File: src/rtl/nnet_argmax_stage.sv
// nnet_argmax_stage
// Reduces each vector of scores from the HLS network's res_V_V stream to a
// single one-beat result {best_score, best_idx}. The lowest index wins among
// equal maxima. The result is held on the output until the downstream side
// accepts it.
//
// Handshake semantics (both streams): a beat transfers on a rising ap_clk
// edge where tvalid and tready are both high. Once m_axis_tvalid is high it
// stays high, with m_axis_tdata stable, until that transfer. The only
// exceptions are clear and reset. s_axis_tready is a registered state decode,
// gated only by clear. It never looks at s_axis_tvalid or m_axis_tready.
module nnet_argmax_stage #(
  parameter int DATA_W = 16,
  parameter bit SIGNED = 1'b1
) (
  input  logic        ap_clk,
  input  logic        ap_rst_n,
  input  logic        clear,
  input  logic [15:0] vec_size,
  input  logic [31:0] s_axis_tdata,
  input  logic        s_axis_tvalid,
  output logic        s_axis_tready,
  output logic [31:0] m_axis_tdata,
  output logic        m_axis_tlast,
  output logic        m_axis_tvalid,
  input  logic        m_axis_tready,
  output logic [31:0] vec_count,
  output logic [1:0]  dbg_state
);

  localparam logic [1:0] ST_IDLE  = 2'd0;
  localparam logic [1:0] ST_ACCUM = 2'd1;
  localparam logic [1:0] ST_HOLD  = 2'd2;

  logic [1:0]        r_state;
  logic              r_ready;
  logic [DATA_W-1:0] r_best;
  logic [15:0]       r_best_idx;
  logic [15:0]       r_idx;
  logic [15:0]       r_size_lat;
  logic [31:0]       r_vec_count;

  logic [1:0]        w_next_state;
  logic [DATA_W-1:0] w_score;
  logic              w_s_fire;
  logic              w_m_fire;
  logic              w_gt;
  logic [15:0]       w_size_eff;
  logic              w_last_beat;
  logic [15:0]       w_best_ext;
  logic              w_unused_tdata;

  // Only the low DATA_W bits carry the score.
  assign w_score        = s_axis_tdata[DATA_W-1:0];
  assign w_unused_tdata = &{1'b0, s_axis_tdata[31:DATA_W]};

  // A vector length of 0 is treated as a single-beat vector.
  assign w_size_eff  = (vec_size == 16'd0) ? 16'd1 : vec_size;
  // Only meaningful in ACCUM, where r_size_lat >= 2. r_idx tops out at
  // 65534 for a 65535-beat vector, so it never wraps before HOLD.
  assign w_last_beat = (r_idx == (r_size_lat - 16'd1));

  assign s_axis_tready = r_ready && !clear;
  assign w_s_fire      = s_axis_tvalid && s_axis_tready;
  assign m_axis_tvalid = (r_state == ST_HOLD);
  assign m_axis_tlast  = m_axis_tvalid;
  assign w_m_fire      = m_axis_tvalid && m_axis_tready;
  assign m_axis_tdata  = m_axis_tvalid ? {w_best_ext, r_best_idx} : 32'd0;
  assign vec_count     = r_vec_count;
  assign dbg_state     = r_state;

  // Strictly-greater comparison in the configured number representation.
  generate
    if (SIGNED) begin : g_cmp_signed
      assign w_gt = $signed(w_score) > $signed(r_best);
    end else begin : g_cmp_unsigned
      assign w_gt = w_score > r_best;
    end
  endgenerate

  // Widen the score to the 16-bit result field (sign or zero fill).
  generate
    if (DATA_W < 16) begin : g_ext
      assign w_best_ext = {{(16-DATA_W){SIGNED ? r_best[DATA_W-1] : 1'b0}}, r_best};
    end else begin : g_noext
      assign w_best_ext = r_best[15:0];
    end
  endgenerate

  // Next-state decode. clear overrides everything and returns to IDLE.
  always_comb begin
    w_next_state = r_state;
    if (clear) begin
      w_next_state = ST_IDLE;
    end else begin
      case (r_state)
        ST_IDLE: begin
          if (w_s_fire) begin
            w_next_state = (w_size_eff == 16'd1) ? ST_HOLD : ST_ACCUM;
          end
        end
        ST_ACCUM: begin
          if (w_s_fire && w_last_beat) begin
            w_next_state = ST_HOLD;
          end
        end
        ST_HOLD: begin
          if (w_m_fire) begin
            w_next_state = ST_IDLE;
          end
        end
        default: w_next_state = ST_IDLE;
      endcase
    end
  end

  // State register. The input ready is registered from the next state, so it
  // stays low throughout reset and rises on the first clock edge afterwards.
  always_ff @(posedge ap_clk or negedge ap_rst_n) begin
    if (!ap_rst_n) begin
      r_state <= ST_IDLE;
      r_ready <= 1'b0;
    end else begin
      r_state <= w_next_state;
      r_ready <= (w_next_state != ST_HOLD);
    end
  end

  // Running maximum, its index, beat counter and the latched vector length.
  always_ff @(posedge ap_clk or negedge ap_rst_n) begin
    if (!ap_rst_n) begin
      r_best     <= '0;
      r_best_idx <= 16'd0;
      r_idx      <= 16'd0;
      r_size_lat <= 16'd0;
    end else if (clear) begin
      r_best     <= '0;
      r_best_idx <= 16'd0;
      r_idx      <= 16'd0;
      r_size_lat <= 16'd0;
    end else if (w_s_fire) begin
      if (r_state == ST_IDLE) begin
        // The first beat seeds the maximum. The length is sampled only here,
        // so a mid-vector change of vec_size applies to the next vector.
        r_best     <= w_score;
        r_best_idx <= 16'd0;
        r_idx      <= 16'd1;
        r_size_lat <= w_size_eff;
      end else begin
        if (w_gt) begin
          r_best     <= w_score;
          r_best_idx <= r_idx;
        end
        r_idx <= r_idx + 16'd1;
      end
    end
  end

  // Count delivered results. clear restarts the count.
  always_ff @(posedge ap_clk or negedge ap_rst_n) begin
    if (!ap_rst_n) begin
      r_vec_count <= 32'd0;
    end else if (clear) begin
      r_vec_count <= 32'd0;
    end else if (w_m_fire) begin
      r_vec_count <= r_vec_count + 32'd1;
    end
  end

endmodule

File: config.mk
export PLATFORM = sky130hd
export DESIGN_NAME = nnet_argmax_stage
export DESIGN_NICKNAME = d
export VERILOG_FILES = /design/src/rtl/nnet_argmax_stage.sv
export SDC_FILE = /design/constraint.sdc
export NUM_CORES = 1
export LEC_CHECK = 0
export CELL_PAD_IN_SITES_DETAIL_PLACEMENT = 0
export CELL_PAD_IN_SITES_GLOBAL_PLACEMENT = 1
export CORE_AREA = 2 2 133 135
export CTS_CLUSTER_SIZE = 14
export DETAILED_ROUTE_END_ITERATION = 12
export DIE_AREA = 0 0 135 137
export MAX_ROUTING_LAYER = met4
export PLACE_DENSITY = 0.84
export SETUP_SLACK_MARGIN = 0.15
export SYNTH_ARGS = -nofsm -noshare
export SYNTH_HDL_FRONTEND = slang
export SYNTH_SLANG_ARGS = --single-unit
export TNS_END_PERCENT = 20
File: constraint.sdc
create_clock -name ap_clk -period 2.2 [get_ports ap_clk]
set_input_delay 0.44 -clock ap_clk [delete_from_list [all_inputs] [get_ports ap_clk]]
set_output_delay 0.44 -clock ap_clk [all_outputs]
set_load 0.005 [all_outputs]
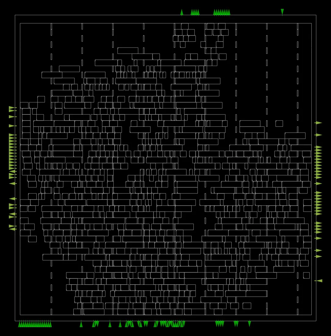
run_1/placed.png
number of flip-flops and latches: 99
sequential portion of the cell area: 29.3%
Fill cells: 1612

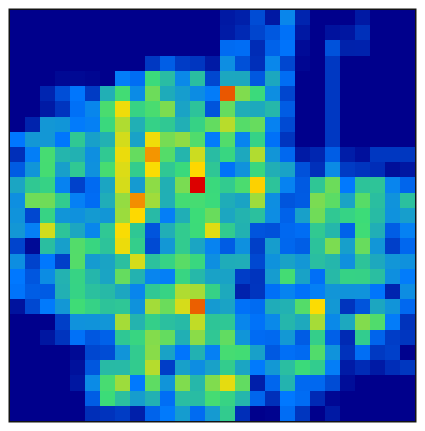
run_1/route_heat.png
Scale: 3 px per µm. The die is cut into 27 by 27 equal tiles; dark blue is low, red is high, scaled to the fullest tile. Values are wire area over tile area, all layers added.
The mean over all tiles is 0.14. The fullest tile reaches 0.51. The emptiest ninth of the die: north-east. 23% of the tiles are nearly empty. 14% of the tiles are over half the peak.
overall routed net length: 16200 µm
via total after detailed routing: 5283

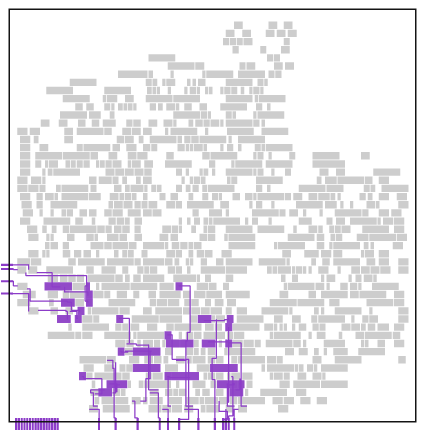
run_1/port_trees.png
Scale: 3 px per µm.
Purple shows `s_axis_tdata`, direction input, end cells 32, buffers 21, wire 566 µm.

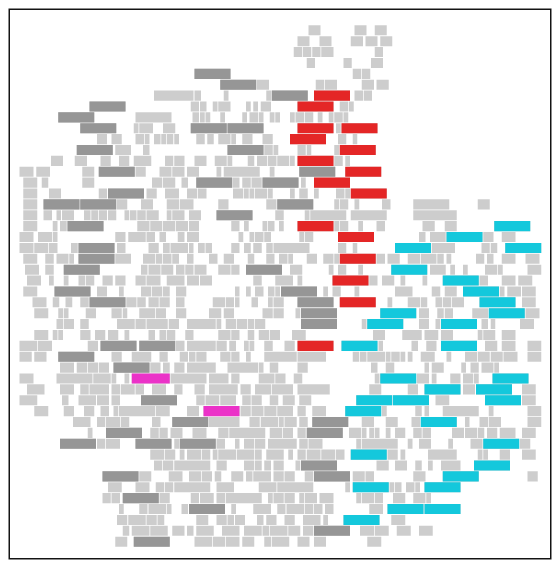
run_1/ff_map.png
Scale: 4 px per µm. Other sequential cells in the stronger grey, the rest of the logic in the fainter grey.
Magenta shows `dbg_state`, flops 2. Cyan shows `vec_count`, flops 32. Red shows `r_best_idx`, flops 16.
Another 49 sequential cells are not coloured.
FF/Latch Area: 2480 µm²
Seq group: 1.93 mW
Post-Route Utilization: 49.6%

==> run 1: where the power goes <==
part	leakage, nW	switching [mW]	total (mW)	internal, mW
sequential	1.35	0.0480	1.93	1.88
clock	0.145	0.705	1.65	0.943
combinational	2.48	0.537	1.10	0.559
total	3.98	1.29	4.67	3.38
==> run 1: repair_timing <==
action,4_1_cts,5_1_grt
buffers inserted,2,4
pin swaps,22,11
endpoints found under the setup margin,72,58
gates resized,56,43
gates cloned,2,0
endpoints found under the hold margin,0,0
==> run 1: metal layers <==
| metal | routed length [µm] | part of all wire, % | global-route usage [%] |
|---|---|---|---|
| met4 | 267 | 1.7 | 5.15 |
| met2 | 7810 | 48 | 30.6 |
| met1 | 7530 | 47 | 24.0 |
| met5 | 0 | 0 | - |
| met3 | 563 | 3.5 | 3.52 |
==> notes.md, run 1 <==
The following summarizes the physical implementation.

Clocking
The clock latency on the worst-skew pair is 350 ps. TritonCTS built the clock tree. Per the CTS log, the maximum H-tree level is 3. The clock-pin slew of the registers on the worst-case setup and hold paths is 70 ps.

Status
The checks that failed: setup timing. The flow ran to the end, but the final reports show violations.

Synth
Yosys shows that the main logic family after synthesis is simple AND/OR/NAND/NOR gates. The chip area in the Yosys report is 5870 µm². Per the synthesis report, the number of distinct cell types is 60.

After synthesis, the largest area contributor takes up 42.2% of total cell area. Sequential cells were found to cover 42.2% of the synthesized design area. The total standard cell area after synthesis is 5870 µm².

Power
The design draws 4.67 mW.

Final timing
The slew at the pin closest to its max-slew limit is 976 ps. Across all setup checks in the final design, the least slack found is -186 ps. Pins over their slew limit in the final report were tallied at 0.

For this run, the top clock speed supported by timing is 0.419 GHz. The count of endpoints failing setup in the final report is 35.

Setup path
The worst-case reg-to-reg setup slack stands at -190 ps. The worst setup path startpoint is r_best[11]. The startpoint class of the critical path is a flop.

Layout
The inverter count of the layout excluding clock inverters is 23. In the final layout, the share of cells above drive strength 1 is 20.5%. Looking at the area split, the leading class of cells is combinational gates. By instance count after routing, the leading logic cell types are 98 x sky130_fd_sc_hd__dfrtp_1, 89 x sky130_fd_sc_hd__buf_4, 69 x sky130_fd_sc_hd__nand2_1. The buffer share of cell area is 22.5%. The final design instance area without fill is 8450 µm².

The register with the most flip-flops in the layout has 32 of them. After layout, the clock buffer instance count stands at 12.

Die
According to the tapcell log, the count of inserted taps is 225. The die span in y is 137 µm. The total die size is 18500 µm².

Routing
The detailed-router iteration count before antenna repair is 4. The ratio of routed vias to standard cells is 4.99. The total DRC errors in the routed layout is 0.
run_1/layers.png
Scale: 3 px per µm. Only two layers are drawn.
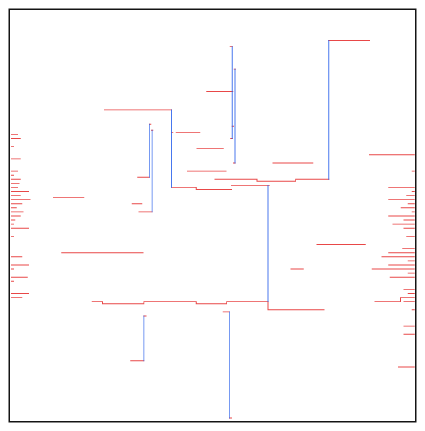

==> run 1 -> run 2 <==
--- a/config.mk
+++ b/config.mk
@@ -5,12 +5,14 @@
 export SDC_FILE = /design/constraint.sdc
 export NUM_CORES = 1
 export LEC_CHECK = 0
+export ABC_AREA = 1
 export CELL_PAD_IN_SITES_DETAIL_PLACEMENT = 0
 export CELL_PAD_IN_SITES_GLOBAL_PLACEMENT = 1
-export CORE_AREA = 2 2 133 135
+export CORE_AREA = 2 2 196 102
+export CTS_BUF_LIST = sky130_fd_sc_hd__clkbuf_16
 export CTS_CLUSTER_SIZE = 14
 export DETAILED_ROUTE_END_ITERATION = 12
-export DIE_AREA = 0 0 135 137
+export DIE_AREA = 0 0 198 104
 export MAX_ROUTING_LAYER = met4
 export PLACE_DENSITY = 0.84
 export SETUP_SLACK_MARGIN = 0.15
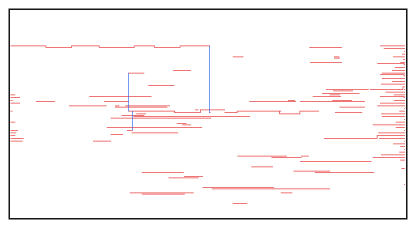
run_2/layers.png
Scale: 2 px per µm. Only two layers are drawn.
Blue shows M4, wire length 61.9 µm. Red shows M3, wire length 1500 µm.

==> run 2 against run 1 <==
Effect of this change:
- the run now ends clean
- first-iteration DRC count grew 110%
- sequential power barely moved
- final cell count grew 21%
- synthesized area grew 7.0%
- critical path depth increased by 1
- die area grew 11%
- non-clock buffer count fell by 40
- worst hold slack gained 110 ps
==> notes.md, run 2 <==
The following summarizes the physical implementation.

Setup path
The startpoint class of the critical path is a flop. The number of cells on the worst reg-to-reg path is 12. The slowest library cell on the worst path is sky130_fd_sc_hd__dfrtp_1. Tracing the worst setup path back leads to its startpoint at r_best[12].

STA reports a reg2reg setup slack of 190 ps.

Global routing
Global routing used 5.29% of the available met3 tracks. The via count of the first global-routing pass is 5637. met1 is the most crowded layer. The met1 layer usage reported by global route is 33.9%. met2 track demand over resource after global routing is 22.5%. Global routing consumed, over all layers together, 20.1% of the routing resources.

Layout
The register area is 2480 µm². The flip-flop and latch share of the layout cell area is 28.8%. Per the area breakdown, the dominant cell category is combinational gates.

The fraction of layout instances using a drive strength above 1 is 15.0%. The sequential cell count is 99. The flip-flop count of the largest register after layout is 32. The final core utilization is 45.3%. The number of inserted filler cells in the final layout is 1909. The buffer share of cell area is 18.1%. By instance count after routing, the leading logic cell types are 172 x sky130_fd_sc_hd__nand2_1, 117 x sky130_fd_sc_hd__inv_1, 101 x sky130_fd_sc_hd__nor2_1.

Power
The switching portion of total power is 29.4%. The total power is 4.63 mW. Per report_power, the sequential group accounts for 41.8% of the total. The switching power total is 1.36 mW.

The clock network power share is 38.2%. Cell internal power was estimated by the tool at 3.27 mW.

Routing
The ratio of routed vias to standard cells is 4.80. The total DRC errors in the routed layout is 0. The top layer used by detailed routing is met4. The routed metal-1 wire length is 11200 µm. The detailed-router iteration count before antenna repair is 5. The total via count in the routed design is 6148. The met2 wire length is 6950 µm.

Synth
The number of unique standard cell types used by synthesis is 42. The prevailing post-synth register cell is sky130_fd_sc_hd__dfrtp_1. Before any placement, the netlist area is recorded as 6280 µm². For this run, the chip area from Yosys synthesis comes to 6280 µm². For this run, the register share of the synthesized area comes to 39.5%. The share of synthesized area in the top cell type comes to 39.5%.

Die
The core region is 19000 µm². The count of inserted tapcells is 266. Per the OpenROAD floorplan log, the area of the die is 20600 µm².

Clocking
Clock latency on the worst-skew pair, taken at its later pin, is 360 ps. The clock-pin slew of the registers on the worst-case setup and hold paths is 70 ps. The depth of the CTS H-tree is 3. The CTS tree is built. The CTS log lists the clock sinks for this run as 99. After clock tree synthesis, the setup repair step added 2 buffers.

Final timing
The final number of max-transition violations is 0. Derived from the worst setup path, the maximum achievable clock frequency is 0.498 GHz. The final worst slack is 190 ps.

Status
The run finished with clean final reports.
-- run 2: cell families after synthesis --
group	after synthesis	synth area share [%]
AND/OR/NAND/NOR	466	34.7
AND-OR/OR-AND	97	9.07
XOR/XNOR	23	3.21
flip-flops	99	39.5
buffers and inverters	154	9.71
adder cells (fa/ha/maj)	19	3.79
-- run 2: power groups by stage --
stage	clock network, mW	logic (mW)	registers (mW)
floorplan	0	0.451	1.95
detailed placement	0	0.787	1.97
global placement	0	0.778	1.97
global route	1.92	1.03	1.94
finish	1.77	0.928	1.94
CTS	1.82	0.810	1.93
-- run 2: stage by stage --
step / instance area (µm²) / cells
after floorplan: 6280 / 858
after global placement: 7950 / 1253
after detailed placement: 7950 / 1253
after CTS: 8310 / 1271
after global routing: 8590 / 1280
final: 8590 / 1280
No activity file was given, so power comes from the tool's default toggle rates.
